--- src/rtl/stack_drain.sv ---
// Debug-side stack reader: passes CPU stack traffic through while tracking depth,
// and on request stalls the CPU and destructively streams the stack out top-first.
module stack_drain #(
    parameter int WIDTH = 16,
    parameter int DEPTH = 512,
    parameter int CNT_W = $clog2(DEPTH) + 1
) (
    input  logic             clk,
    input  logic             rst,
    input  logic             cpu_we,
    input  logic [1:0]       cpu_delta,
    input  logic [WIDTH-1:0] cpu_wd,
    output logic [WIDTH-1:0] cpu_rd,
    output logic             cpu_stall,
    output logic             stk_we,
    output logic [1:0]       stk_delta,
    output logic [WIDTH-1:0] stk_wd,
    input  logic [WIDTH-1:0] stk_rd,
    input  logic             drain_req,
    output logic             busy,
    output logic             done,
    output logic [WIDTH-1:0] out_data,
    output logic             out_valid,
    input  logic             out_ready,
    output logic             out_last,
    output logic [CNT_W-1:0] depth,
    output logic             ovf,
    output logic             unf
);

    typedef enum logic [2:0] {
        S_IDLE  = 3'd0,
        S_READ  = 3'd1,
        S_OFFER = 3'd2,
        S_POP   = 3'd3,
        S_DONE  = 3'd4
    } state_t;

    localparam logic [CNT_W-1:0] DEPTH_C = CNT_W'(DEPTH);
    localparam logic [CNT_W-1:0] ONE_C   = CNT_W'(1);

    state_t           r_state;
    state_t           w_state_nxt;
    logic [CNT_W-1:0] r_depth;
    logic [CNT_W-1:0] w_depth_nxt;
    logic [CNT_W-1:0] w_idle_depth;
    logic [CNT_W:0]   w_delta_ext;
    logic [CNT_W:0]   w_sum;
    logic             w_set_ovf;
    logic             w_set_unf;
    logic             r_ovf;
    logic             r_unf;
    logic             w_ovf_nxt;
    logic             w_unf_nxt;
    logic             r_busy;
    logic             r_done;
    logic             r_out_valid;
    logic             r_out_last;
    logic [WIDTH-1:0] r_out_data;

    // Saturating depth for the CPU delta; the extra top bit flags a negative result
    always_comb begin
        w_delta_ext  = {{(CNT_W-1){cpu_delta[1]}}, cpu_delta};
        w_sum        = {1'b0, r_depth} + w_delta_ext;
        w_idle_depth = r_depth;
        w_set_ovf    = 1'b0;
        w_set_unf    = 1'b0;
        if (w_sum[CNT_W]) begin
            w_idle_depth = {CNT_W{1'b0}};
            w_set_unf    = 1'b1;
        end else if ((cpu_delta == 2'b01) && (r_depth == DEPTH_C)) begin
            w_idle_depth = r_depth;
            w_set_ovf    = 1'b1;
        end else begin
            w_idle_depth = w_sum[CNT_W-1:0];
        end
    end

    // Next-state, depth and sticky-flag logic
    always_comb begin
        w_state_nxt = r_state;
        w_depth_nxt = r_depth;
        w_ovf_nxt   = r_ovf;
        w_unf_nxt   = r_unf;
        case (r_state)
            S_IDLE: begin
                w_depth_nxt = w_idle_depth;
                w_ovf_nxt   = r_ovf | w_set_ovf;
                w_unf_nxt   = r_unf | w_set_unf;
                if (!drain_req) begin
                    w_state_nxt = S_IDLE;
                end else if (w_idle_depth == {CNT_W{1'b0}}) begin
                    w_state_nxt = S_DONE;
                end else begin
                    w_state_nxt = S_READ;
                end
            end
            S_READ: begin
                w_state_nxt = S_OFFER;
            end
            S_OFFER: begin
                if (out_ready) begin
                    w_state_nxt = S_POP;
                end else begin
                    w_state_nxt = S_OFFER;
                end
            end
            S_POP: begin
                w_depth_nxt = r_depth - ONE_C;
                if (r_depth == ONE_C) begin
                    w_state_nxt = S_DONE;
                end else begin
                    w_state_nxt = S_READ;
                end
            end
            S_DONE: begin
                w_ovf_nxt   = 1'b0;
                w_unf_nxt   = 1'b0;
                w_state_nxt = S_IDLE;
            end
            default: begin
                w_state_nxt = S_IDLE;
            end
        endcase
    end

    // State, counters and registered status/stream outputs
    always_ff @(posedge clk or posedge rst) begin
        if (rst) begin
            r_state     <= S_IDLE;
            r_depth     <= {CNT_W{1'b0}};
            r_ovf       <= 1'b0;
            r_unf       <= 1'b0;
            r_busy      <= 1'b0;
            r_done      <= 1'b0;
            r_out_valid <= 1'b0;
            r_out_last  <= 1'b0;
            r_out_data  <= {WIDTH{1'b0}};
        end else begin
            r_state     <= w_state_nxt;
            r_depth     <= w_depth_nxt;
            r_ovf       <= w_ovf_nxt;
            r_unf       <= w_unf_nxt;
            r_busy      <= (w_state_nxt != S_IDLE);
            r_done      <= (w_state_nxt == S_DONE);
            r_out_valid <= (w_state_nxt == S_OFFER);
            r_out_last  <= (w_state_nxt == S_OFFER) && (w_depth_nxt == ONE_C);
            if (r_state == S_READ) begin
                r_out_data <= stk_rd;
            end else begin
                r_out_data <= r_out_data;
            end
        end
    end

    // Stack port: transparent in IDLE, otherwise owned by the drain engine
    always_comb begin
        stk_we    = 1'b0;
        stk_delta = 2'b00;
        stk_wd    = {WIDTH{1'b0}};
        case (r_state)
            S_IDLE: begin
                stk_we    = cpu_we;
                stk_delta = cpu_delta;
                stk_wd    = cpu_wd;
            end
            S_POP: begin
                stk_delta = 2'b11;
            end
            default: begin
                stk_delta = 2'b00;
            end
        endcase
    end

    assign cpu_rd    = stk_rd;
    assign cpu_stall = r_busy;
    assign busy      = r_busy;
    assign done      = r_done;
    assign out_data  = r_out_data;
    assign out_valid = r_out_valid;
    assign out_last  = r_out_last;
    assign depth     = r_depth;
    assign ovf       = r_ovf;
    assign unf       = r_unf;

endmodule

--- config.mk ---
export PLATFORM = sky130hd
export DESIGN_NAME = stack_drain
export DESIGN_NICKNAME = d
export VERILOG_FILES = /design/src/rtl/stack_drain.sv
export SDC_FILE = /design/constraint.sdc
export NUM_CORES = 1
export LEC_CHECK = 0
export ABC_CLOCK_PERIOD_IN_PS = 5200
export CELL_PAD_IN_SITES_DETAIL_PLACEMENT = 0
export CELL_PAD_IN_SITES_GLOBAL_PLACEMENT = 1
export CORE_MARGIN = 10
export CORE_UTILIZATION = 30
export CTS_BUF_LIST = sky130_fd_sc_hd__clkbuf_8
export CTS_CLUSTER_DIAMETER = 150
export CTS_CLUSTER_SIZE = 40
export DETAILED_ROUTE_END_ITERATION = 10
export PLACE_DENSITY = 0.76
export SYNTH_ARGS = -nofsm -noshare
export SYNTH_HDL_FRONTEND = slang
export SYNTH_SLANG_ARGS = --single-unit
--- constraint.sdc ---
create_clock -name clk -period 5.2 [get_ports clk]
set_clock_uncertainty 0.1 [all_clocks]
set_input_delay 0.52 -clock clk [delete_from_list [all_inputs] [get_ports clk]]
set_output_delay 0.52 -clock clk [all_outputs]
set_load 0.01 [all_outputs]
Run 1, cell outlines without signal wires:
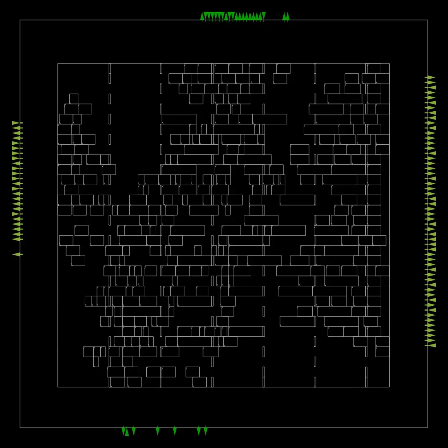
fin util: 46.23%
# rows: 32
Filler cells: 758

Run 1, cells by drive strength:
Scale: 2 px per um.
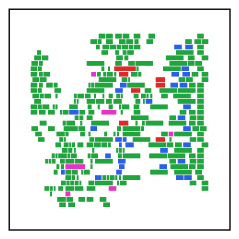
Blue shows _2 cells, cells 31, share 9.2%, most used mux2_2. Magenta shows _3 and _4 cells, cells 6, share 1.8%, most used buf_4. Green shows _0 and _1 cells, cells 294, share 87%, most used clkdlybuf4s50_1. Red shows _6 and larger, cells 7, share 2.1%, most used clkbuf_8.
post-route design area: 0.003591 mm^2
setup slack after layout: 1252 ps
number of signal-net buffers in the layout: 109

Run 1, power grid:
Scale: 4 px per um. Pins as bars on the die edge.
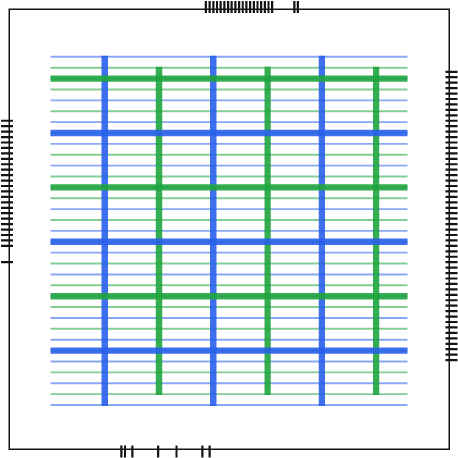
Blue shows VSS. Green shows VDD.
33 met1 rails follow the rows. The core has 32 rows.
core area: 0.007767 mm^2
DIE WIDTH: 109.6 um
Die Y: 109.6 um
maximum vdd drop: 0.1700 mV

==> out/metrics.cfg, run 1 <==
[global_route]
grt_max_degree = 36
antenna_found_initial = 0
track_usage_pct = 11.87
grt_pass1_wl_mm = 11.36
gr-total-overflow = 0
grt_pass1_vias = 2185

[placement]
place_area_mm2 = 0.003473
place_congestion = 0.8165
dp_cells = 432
hpwl_mm = 5.959
port_buffers = 106

[power_and_ir_drop]
power_density_mw_per_mm2 = 568.1
total_leakage_power_nw = 1.517

[synth]
top_area_share_pct = 36.34
async_reset_ff_share_pct = 100.0
ff_type = dfrtp_1
syn-mean-instance-area_um2 = 9.796
ys_top_cells_by_area = dfrtp_1 (36%), mux2_2 (7.9%), ha_1 (6.7%)
yosysWarnings = 0
ys_ff = 35
syn_inst = 246
yosysCellCount = 246
synth_nets = 299
synthesis.area_mm2 = 0.002410
edf_count = 0
synthTopCellsByCount = dfrtp_1 (35), nor2_1 (20), and2_1 (18)
largest_area_cell = dfrtp_1
ys_types = 53
ys_chip_area_mm2 = 0.002410
ys_seq_share_pct = 36.34
yosysMostFrequentCell = dfrtp_1

[clocking]
cts_setup_buffers = 0
cts_buffers = 5
hold_buffers = 0
htree_levels = 2
clockBufferDepth = 2
post_cts_resize_count = 0
clk_pin_slew_ps = 70
clock_latency_ps = 280
clockRootBuffer = clkbuf_8
clock-sinks = 35
cts_tree = done

[drt]
final_antenna_net_count = 0
drt_first_pass_iters = 4
finalWirelength_mm = 7.374
wire_per_inst_um = 16.76
drc = 0
viasPerCell = 4.948
dr_total_vias = 2177
drt_iter0_drc = 113

[min_path]
holdCritPathClass = flop to flop
hold_path_depth = 1

[outcome]
status = finished clean

[final_timing]
period_used_pct = 75.93
fin_crit_ps = 3948
relSlewSlack_pct = 23.09
report.final.slew_viol_count = 0
max_clock_freq_mhz = 253.3
tightest_slew_ps = 1147
rsz0062_at_grt = no
setup_violations = 0
hold_ws_ps = 406.4
final.setup.tns_ps = 0
finalHoldViolations = 0

[worst_setup_path]
critical_path_class = input pin to flop
cp-start-kind = input pin
critPathArrivalTime_ps = 4020
endpoint_kind = flop
path_max_fanout = 10
reg2reg_depth = 9
crit_required_ps = 5270

[final_layout]
final-comb-area_mm2 = 0.001356
stdcell_count = 440
nets = 390
diodes = 0
drive_above_1_share_pct = 13.02
area_growth_pct = 49.01
area.sequential_um2 = 875.8

[floorplanning]
die_area_mm2 = 0.01202
io_pins = 107
initial_core_util_pct = 31.02

[flow_run]
cap_violations = 0
warning_count = 28

[run 1: path summary, 6_finish.rpt]
path | start | endpoint | slack [ps]
max | cpu_delta[1] | r_state[0] | 1250
min | out_data[2] | out_data[2] | 410
max reg2reg | depth[0] | r_state[0] | 1510
min reg2reg | out_data[2] | out_data[2] | 410
max in group asynchronous | rst | unf | 4150
min in group asynchronous | rst | out_data[4] | 540
[run 1: registers in the layout, indices dropped and copies added, names as in the netlist]
signal and cells:
unf 1, r_state 3, done 1, depth 10, ovf 1, out_data 16
out_last 1, busy 1, out_valid 1
[run 1: worst max-delay path, stage by stage]
cell	delay (ps)
clkdlybuf4s50_1	620
fa_1	550
a21oi_1	210
o21bai_1	100
xor2_1	160
or4_1	460
or4_1	470
or4b_2	670
a41o_1	260
[run 1: area by class of cell]
cell class	instances	share of cell area [%]
clock buffers	6	2.300
clock inverters	2	0.9756
inverters	8	0.8362
multi-input cells	178	37.77
flip-flops and latches	35	24.39
well taps	102	3.554
repair buffers	109	30.17
[run 1: metal layers]
| layer | share of wire (%) | vias to the layer above | routed length (um) | track usage (%) |
|---|---|---|---|---|
| met3 | 11 | 9 | 834 | 4.681 |
| met5 | 0 | - | 0 | 0 |
| li1 | - | 1051 | - | - |
| met4 | 1.7 | 0 | 129 | 4.182 |
| met2 | 44 | 95 | 3239 | 18.57 |
| met1 | 43 | 1022 | 3171 | 14.53 |
[run 1: cell families (layout without fill, tap and decap cells)]
family          after synthesis  count (layout)  synth area share [%]
buf+inv                      33             125                 7.788
compound gates               38              38                 12.15
mux                          22              22                 10.18
simple gates                 94              94                 22.33
xor+xnor                     10              10                 3.634
fa+ha+maj                    14              14                 7.581
flops                        35              35                 36.34
[run 1: power breakdown]
group	leakage [nW]	internal, mW	switching (mW)	total, mW
logic	1.03	0.670	0.592	1.26
registers	0.430	0.394	0.133	0.527
clock network	0.0612	0.155	0.0962	0.251
total	1.52	1.22	0.821	2.04
[run 1: cell usage in the layout, fill, tap and decap left out, types with 5 or more instances in the layout]
| cell | synthesis | final |
|---|---|---|
| nand2_1 | 17 | 17 |
| xnor2_1 | 6 | 6 |
| nor2_1 | 20 | 20 |
| dfrtp_1 | 35 | 35 |
| clkbuf_8 | 0 | 6 |
| nor3_1 | 8 | 6 |
| a21oi_1 | 9 | 9 |
| a31oi_1 | 5 | 5 |
| ha_1 | 13 | 13 |
| inv_1 | 8 | 8 |
| mux2_2 | 17 | 17 |
| clkdlybuf4s50_1 | 0 | 106 |
| and2_1 | 18 | 18 |
[run 1: stage by stage]
stage          power (mW)  util [%]  setup WS [ps]
5_1_grt             2.206     46.23           1089
4_1_cts             2.064     46.23           1255
3_3_place_gp        1.795     44.72           1017
6_report            2.040     46.23           1252
3_5_place_dp        1.803     44.72          946.2
2_1_floorplan       1.240         -           1684
==> run 1 -> run 2 <==
- ABC_CLOCK_PERIOD_IN_PS: 5200 -> 3870
- clock period: 5.2 -> 3.87 ns (I/O delays scaled with it)
Run 2, power grid:
Scale: 4 px per um. Pins as bars on the die edge.
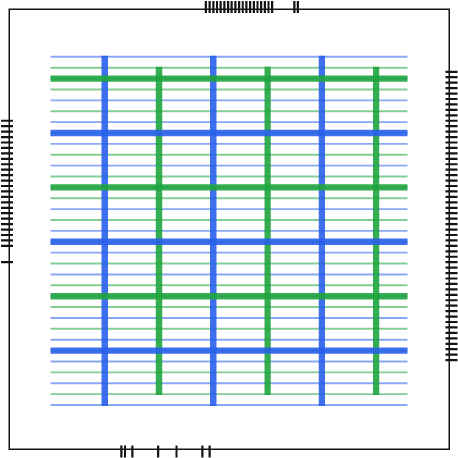
Green shows VDD. Blue shows VSS.
33 met1 rails follow the rows. 107 signal pins sit on the boundary.
maximum vdd drop: 0.2622 mV

Run 2, wire density map:
Scale: 3 px per um. 22 x 22 tiles, from dark purple (low) to yellow (high), scaled to the fullest tile. Values are wire area over tile area, all layers added.
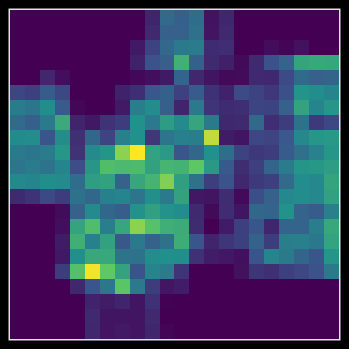
The emptiest ninth of the die: top left. 31% of the tiles are nearly empty. The densest ninth of the die: middle.
via count: 2205
wire length per cell: 16.32 um

Run 2, layout detail:
Region (30, 52) to (80, 102) um. Cells in grey, sequential cells in the stronger grey; small squares are vias.
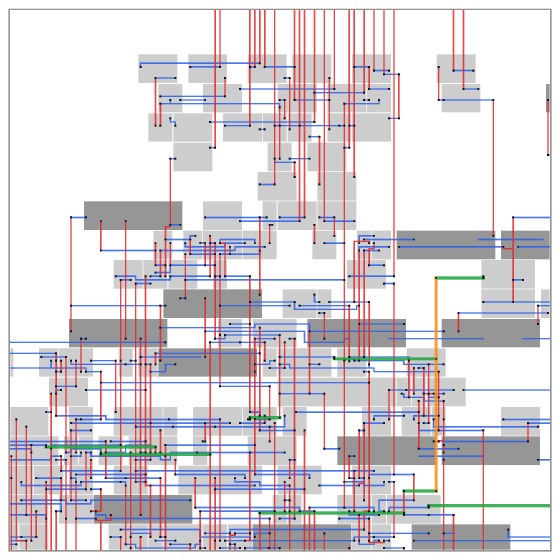
Orange shows metal 4. Red shows metal 2. Blue shows metal 1. Green shows metal 3.
Sequential cells in the window: 12. Most frequent: clkdlybuf4s50_1 (22), dfrtp_1 (12), and2_1 (9). Netlist names of flops here include depth (4), r_state (2). 111 logic cells have their middle in the window.

==> run 2 against run 1 <==
Final cell count up 2.5%. Global-route usage is essentially flat. Critical path type unchanged. First-iteration DRC count shrank 32%. Critical path depth is 1 higher. Clock power increased by 35%. Register-to-register slack got worse by 1200 ps. Critical endpoint unchanged. Cell area is 2.4% higher. Combinational power grew 41%. Core utilization up 1.1 points. Clock-buffer cell count is the same.
==> out/metrics.cfg, run 2 <==
[synth]
ff_type = dfrtp_1
ys_seq_share_pct = 36.34  ; unchanged
ys_top_cells_by_area = dfrtp_1 (36%), mux2_2 (7.9%), ha_1 (6.7%)
ys_types = 53  ; unchanged
yosysMostFrequentCell = dfrtp_1
ys_ff = 35  ; unchanged
syn_inst = 246  ; unchanged
synthTopCellsByCount = dfrtp_1 (35), nor2_1 (20), and2_1 (18)
synthesis.area_mm2 = 0.002410  ; unchanged
async_reset_ff_share_pct = 100.0  ; unchanged
yosysCellCount = 246  ; unchanged
top_area_share_pct = 36.34  ; unchanged

[worst_setup_path]
r2r_slack_ps = 340  ; -1170 ps
endpoint_kind = flop
startpoint = cpu_delta[0]
crit_chain = clkdlybuf4s50_1 -> ha_1 -> fa_1 -> a21oi_2 -> o21bai_1 -> xor2_1 -> or4_1 -> or4_1 -> or4b_2 -> a41o_1
cp_common_cell = or4_1
worst-path-buf-inv = 1  ; unchanged
critPathArrivalTime_ps = 3780  ; -240 ps
cp_top_family = simple AND/OR/NAND/NOR gates
critical_path_class = input pin to flop
critPathMaxStageDelay_ps = 670  ; about the same

[floorplanning]
io_pins = 107  ; unchanged
die_area_mm2 = 0.01202  ; unchanged
core_mm2 = 0.007767  ; unchanged
die_y_um = 109.6  ; unchanged
num_rows = 32  ; unchanged

[clocking]
cts_buffers = 5  ; unchanged
hold_buffers = 0  ; unchanged
cts_tree = done
clock-sinks = 35  ; unchanged
clockRootBuffer = clkbuf_8
cts_setup_buffers = 0  ; unchanged

[final_timing]
worst_slack_ps = 162.0  ; -1090 ps
final.setup.tns_ps = 0  ; unchanged
period_used_pct = 95.81
rsz0062_at_grt = no
tightest_slew_ps = 1132  ; -15.58 ps
finalHoldViolations = 0  ; unchanged
fin_crit_ps = 3708
max_clock_freq_mhz = 269.7

[outcome]
status = finished clean

[power_and_ir_drop]
total_leakage_power_nw = 1.571  ; +3.6%

[final_layout]
area_growth_pct = 52.60
drive_above_1_share_pct = 16.05  ; +3.0 points
largest_register_ffs = 16  ; unchanged
layout_top_cells = clkdlybuf4s50_1 (106), dfrtp_1 (35), nor2_1 (20)
diodes = 0  ; unchanged

[placement]
hpwl_mm = 6.030  ; +1.2%
dp_slack_ps = -165.8  ; -1112 ps
port_buffers = 106  ; unchanged

[drt]
drt_iter0_drc = 77  ; -32%
drc = 0  ; unchanged
viasPerCell = 4.889  ; -1.2%
final_antenna_net_count = 0  ; unchanged

[global_route]
gr-total-overflow = 0  ; unchanged
track_usage_pct = 11.90  ; +0.029 points
grt_pass1_vias = 2193  ; +0.37%
grt_pass1_wl_mm = 11.49  ; +1.2%
grt_max_degree = 30  ; -17%

[min_path]
holdCritPathClass = flop to flop

run 2: cell types whose count changed in the layout (fill, tap and decap cells not counted), sizes merged:
cell / change
buf: +11
run 2: power breakdown:
part	internal [mW]	switching, mW	total (mW)
logic	0.958	0.821	1.78
clock network	0.208	0.129	0.338
registers	0.530	0.155	0.685
total	1.70	1.11	2.80
run 2: what timing repair did:
action                                  4_1_cts  5_1_grt
hold endpoints to repair                      0        0
endpoints found under the setup margin        0        1
resized                                       0        1
run 2: per-stage QoR:
stage               hold slack (ps)  instances
finish                        405.9        451
detailed placement            394.8        443
floorplan                     415.7        246
global placement              388.3        443
global route                  423.4        451
CTS                           411.3        451
run 2: worst min-delay path by stage:
stage                  from      endpoint  slack, ps  depth (start not counted)
2_1_floorplan     drain_req          busy        420                          2
5_1_grt         out_data[6]   out_data[6]        420                          1
6_report        out_data[3]   out_data[3]        410                          1
3_3_place_gp    out_data[9]   out_data[9]        390                          1
4_1_cts        out_data[15]  out_data[15]        410                          1
3_5_place_dp   out_data[15]  out_data[15]        390                          1
run 2: worst reg2reg max path: cells and delay by family (launching register included):
family	cells	cell delay, ps
xor+xnor	1	150
compound gates	3	540
simple gates	3	1600
fa+ha+maj	2	630
flops	1	400
run 2: layout make-up:
type                    instances  area (um^2)  area share (%)
multi-input cells             178         1360           36.99
well taps                     102        127.6           3.471
inverters                       8        30.03          0.8166
repair buffers                120         1166           31.71
clock buffers                   6        82.58           2.246
clock inverters                 2        35.03          0.9527
flip-flops and latches         35        875.8           23.82
run 2: cell families (layout without fill, tap and decap cells):
logic type / count (synthesis) / count (layout) / synth area share, %
adders and majority gates: 14 / 14 / 7.581
DFF: 35 / 35 / 36.34
and+or+nand+nor: 94 / 94 / 22.33
AOI/OAI and AO/OA: 38 / 38 / 12.15
xor gates and xnor gates: 10 / 10 / 3.634
buffers and inverters: 33 / 136 / 7.788
muxes: 22 / 22 / 10.18
run 2: layer usage:
| layer | track usage (%) | share of wire [%] | vias up | wire length (um) |
|---|---|---|---|---|
| li1 | - | - | 1080 | - |
| met1 | 14.40 | 43 | 1023 | 3145 |
| met2 | 19.38 | 45 | 97 | 3286 |
| met3 | 4.272 | 12 | 5 | 877 |
| met4 | 3.625 | 0.72 | 0 | 53 |
| met5 | 0 | 0 | - | 0 |
==> run 2 -> run 3 <==
- SLEW_MARGIN: default -> 20
Run 3, cell outlines without signal wires:
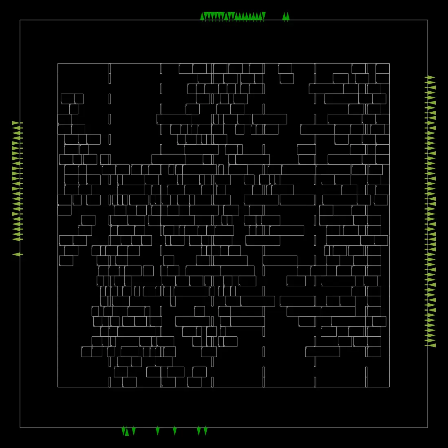
sequential cell area share: 23.97%
Non-Filler Instances: 450
fin util: 47.04%
number of tapcells: 102
seq_cells: 35

Run 3, layout detail:
Region (30, 52) to (80, 102) um. Cells in grey, sequential cells in the stronger grey; small squares are vias.
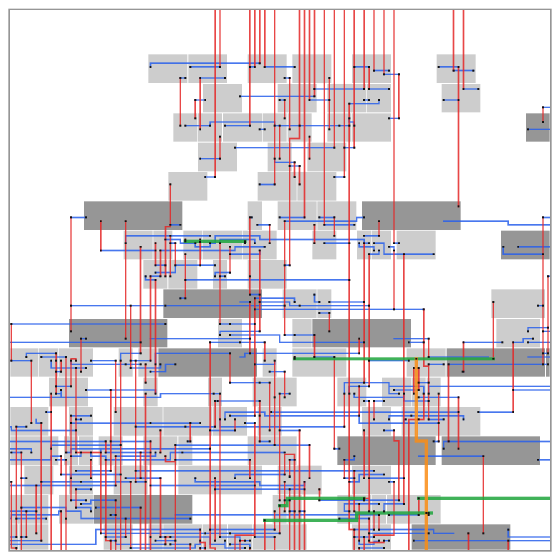
Orange shows metal 4. Blue shows metal 1. Red shows metal 2. Green shows metal 3.
Most frequent: clkdlybuf4s50_1 (21), dfrtp_1 (11), and2_1 (9). Sequential cells in the window: 11. Netlist names of flops here include depth (3), r_state (2). 110 logic cells have their middle in the window.

Run 3, power grid:
Scale: 4 px per um. Pins as bars on the die edge.
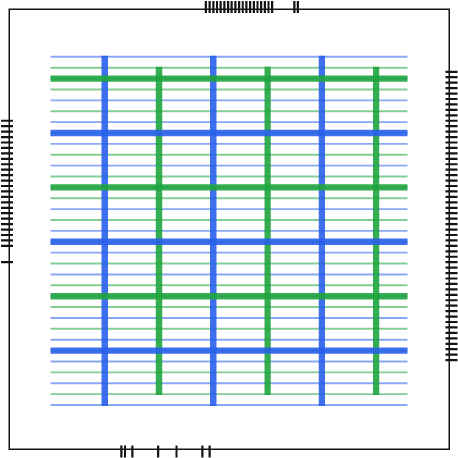
Blue shows VSS. Green shows VDD.
6 straps on met4. 107 signal pins sit on the boundary. 33 met1 rails follow the rows.
maximum vdd drop: 0.2827 mV

==> run 3 against run 2 <==
Critical path depth unchanged. Cell area decreased by 0.65%. Synthesized area stayed put. Register-to-register slack got worse by 30 ps. Clock-buffer cell count did not move. First-iteration DRC count rose by 18%. Critical endpoint unchanged. Largest cell class unchanged.
==> out/metrics.cfg, run 3 <==
[outcome]
status = finished clean

[clocking]
clk_pin_slew_ps = 60
clock-sinks = 35  ; unchanged
clock_latency_ps = 280
htree_levels = 2
cts_buffers = 5  ; unchanged
hold_buffers = 0  ; unchanged
clockRootBuffer = clkbuf_8
clockBufferDepth = 2
cts_tree = done

[placement]
port_buffers = 106  ; unchanged
place_congestion = 0.7958
place_area_mm2 = 0.003562
dp_cells = 443  ; unchanged
hpwl_mm = 6.004  ; -0.43%

[power_and_ir_drop]
power_density_mw_per_mm2 = 747.3
clkPwrFrac_pct = 9.6  ; -2.5 points
total_leakage_power_nw = 1.555  ; -1.0%
power_frac_comb_pct = 65.2  ; +1.7 points
switching_share_pct = 40.37  ; +0.90 points
power_mw = 2.730
power.internal_mw = 1.628  ; -4.0%
p_seq_share_pct = 25.2  ; +0.8 points
p_switching_mw = 1.102  ; -0.32%

[final_layout]
diodes = 0  ; unchanged
stdcell_area_mm2 = 0.003654
largest_register_ffs = 16  ; unchanged
nets = 401
layout_top_cells = clkdlybuf4s50_1 (106), dfrtp_1 (35), nor2_1 (20)
drive_above_1_share_pct = 16.09  ; +0.046 points
area_growth_pct = 51.61
lay_top_count = clkdlybuf4s50_1

[min_path]
holdCritPathClass = flop to flop

[final_timing]
max_clock_freq_mhz = 268.3  ; -0.53%
setup_violations = 0
report.final.slew_viol_count = 0
rsz0062_at_grt = no
period_used_pct = 96.32  ; +0.51 points
tightest_slew_ps = 731.2  ; -400.7 ps
relSlewSlack_pct = 50.81
fin_crit_ps = 3728  ; +19.59 ps
finalHoldViolations = 0  ; unchanged
final.setup.tns_ps = 0  ; unchanged

[synth]
synthesis.area_mm2 = 0.002410  ; unchanged
ys_seq_share_pct = 36.34  ; unchanged
ff_type = dfrtp_1
top_area_share_pct = 36.34  ; unchanged
async_reset_ff_share_pct = 100.0  ; unchanged
syn_inst = 246  ; unchanged
yosysCellCount = 246  ; unchanged
yosysMostFrequentCell = dfrtp_1
largest_area_cell = dfrtp_1
ys_types = 53  ; unchanged
ys_ff = 35  ; unchanged
syn-mean-instance-area_um2 = 9.796
synthTopCellsByCount = dfrtp_1 (35), nor2_1 (20), and2_1 (18)
ys_chip_area_mm2 = 0.002410
ys_top_cells_by_area = dfrtp_1 (36%), mux2_2 (7.9%), ha_1 (6.7%)
yosysWarnings = 0
synth_nets = 299
edf_count = 0

[drt]
dr_total_vias = 2202  ; -0.14%
viasPerCell = 4.893  ; about the same
wire_per_inst_um = 16.32  ; about the same
finalWirelength_mm = 7.342
drc = 0  ; unchanged
drt_first_pass_iters = 4
drt_iter0_drc = 91  ; +18%
final_antenna_net_count = 0  ; unchanged

[floorplanning]
io_pins = 107  ; unchanged
die_y_um = 109.6  ; unchanged
die_w_um = 109.6
num_rows = 32  ; unchanged
die_area_mm2 = 0.01202  ; unchanged
core_mm2 = 0.007767  ; unchanged
initial_core_util_pct = 31.02

[global_route]
gr-total-overflow = 0  ; unchanged
antenna_found_initial = 0
track_usage_pct = 11.73  ; -0.17 points
grt_pass1_vias = 2141  ; -2.4%
grt_pass1_wl_mm = 11.28  ; -1.8%
grt_max_degree = 30  ; unchanged

[flow_run]
cap_violations = 0
warning_count = 28

[worst_setup_path]
critical_path_class = input pin to flop
endpoint_kind = flop
crit_required_ps = 3940
path_max_fanout = 3
critPathArrivalTime_ps = 3800  ; +20 ps
cp-start-kind = input pin

-- run 3: layer usage --
metal | wire length [um] | up-vias | track usage [%]
met5 | 0 | - | 0
met4 | 62 | 0 | 2.788
met3 | 870 | 5 | 4.623
met2 | 3245 | 94 | 18.91
met1 | 3164 | 1031 | 14.40
li1 | - | 1072 | -
-- run 3: metrics by stage --
step                hold WS, ps  setup slack, ps
global placement          388.3           -72.58
floorplan                 415.7            398.0
CTS                       410.1            130.0
global route              419.0            13.95
detailed placement        394.8           -158.3
finish                    404.5            142.5
-- run 3: what timing repair did --
action	in CTS	in global routing
buffers inserted	0	0
resized	0	1
setup endpoints to repair	0	1
-- run 3: cell type report --
type	count	area, um^2
Tap cell	102	127.6
Inverter	8	30.03
Fill cell	741	4114
Timing Repair Buffer	120	1166
Sequential cell	35	875.8
Clock buffer	6	82.58
Clock inverter	1	5.005
Multi-Input combinational cell	178	1366
-- run 3: logic make-up (layout without fill, tap and decap cells) --
logic type               after synthesis  in the layout  share of synthesized area (%)
flip-flops                            35             35                          36.34
adder cells (fa/ha/maj)               14             14                          7.581
AND-OR/OR-AND                         38             38                          12.15
buffers and inverters                 33            135                          7.788
multiplexers                          22             22                          10.18
XOR/XNOR                              10             10                          3.634
AND/OR/NAND/NOR                       94             94                          22.33
-- run 3: final timing paths --
| kind | startpoint | to | slack [ps] | depth (start not counted) |
|---|---|---|---|---|
| max reg2reg | depth[0] | r_state[0] | 310 | 9 |
| max in group asynchronous | rst | depth[8] | 2720 | 3 |
| min reg2reg | out_data[3] | out_data[3] | 400 | 1 |
| max | cpu_delta[0] | r_state[0] | 140 | 10 |
| min in group asynchronous | rst | out_last | 410 | 2 |
| min | out_data[3] | out_data[3] | 400 | 1 |
-- run 3: power by group through the flow --
stage	Sequential, mW	Clock (mW)	Combinational [mW]
after detailed placement	0.697	0	1.80
after global routing	0.718	0.289	1.97
after CTS	0.692	0.275	1.80
final	0.689	0.263	1.78
after global placement	0.692	0	1.79
after floorplan	0.713	0	0.953
-- run 3: critical path: stages --
cell and delay [ps]:
clkdlybuf4s50_1 440, ha_1 250, fa_1 410, a21oi_2 190
o21bai_1 90, xor2_1 150, or4_1 470, or4_1 470
or4b_2 670, a41o_1 270
Power is estimated from default activity; no workload was simulated.
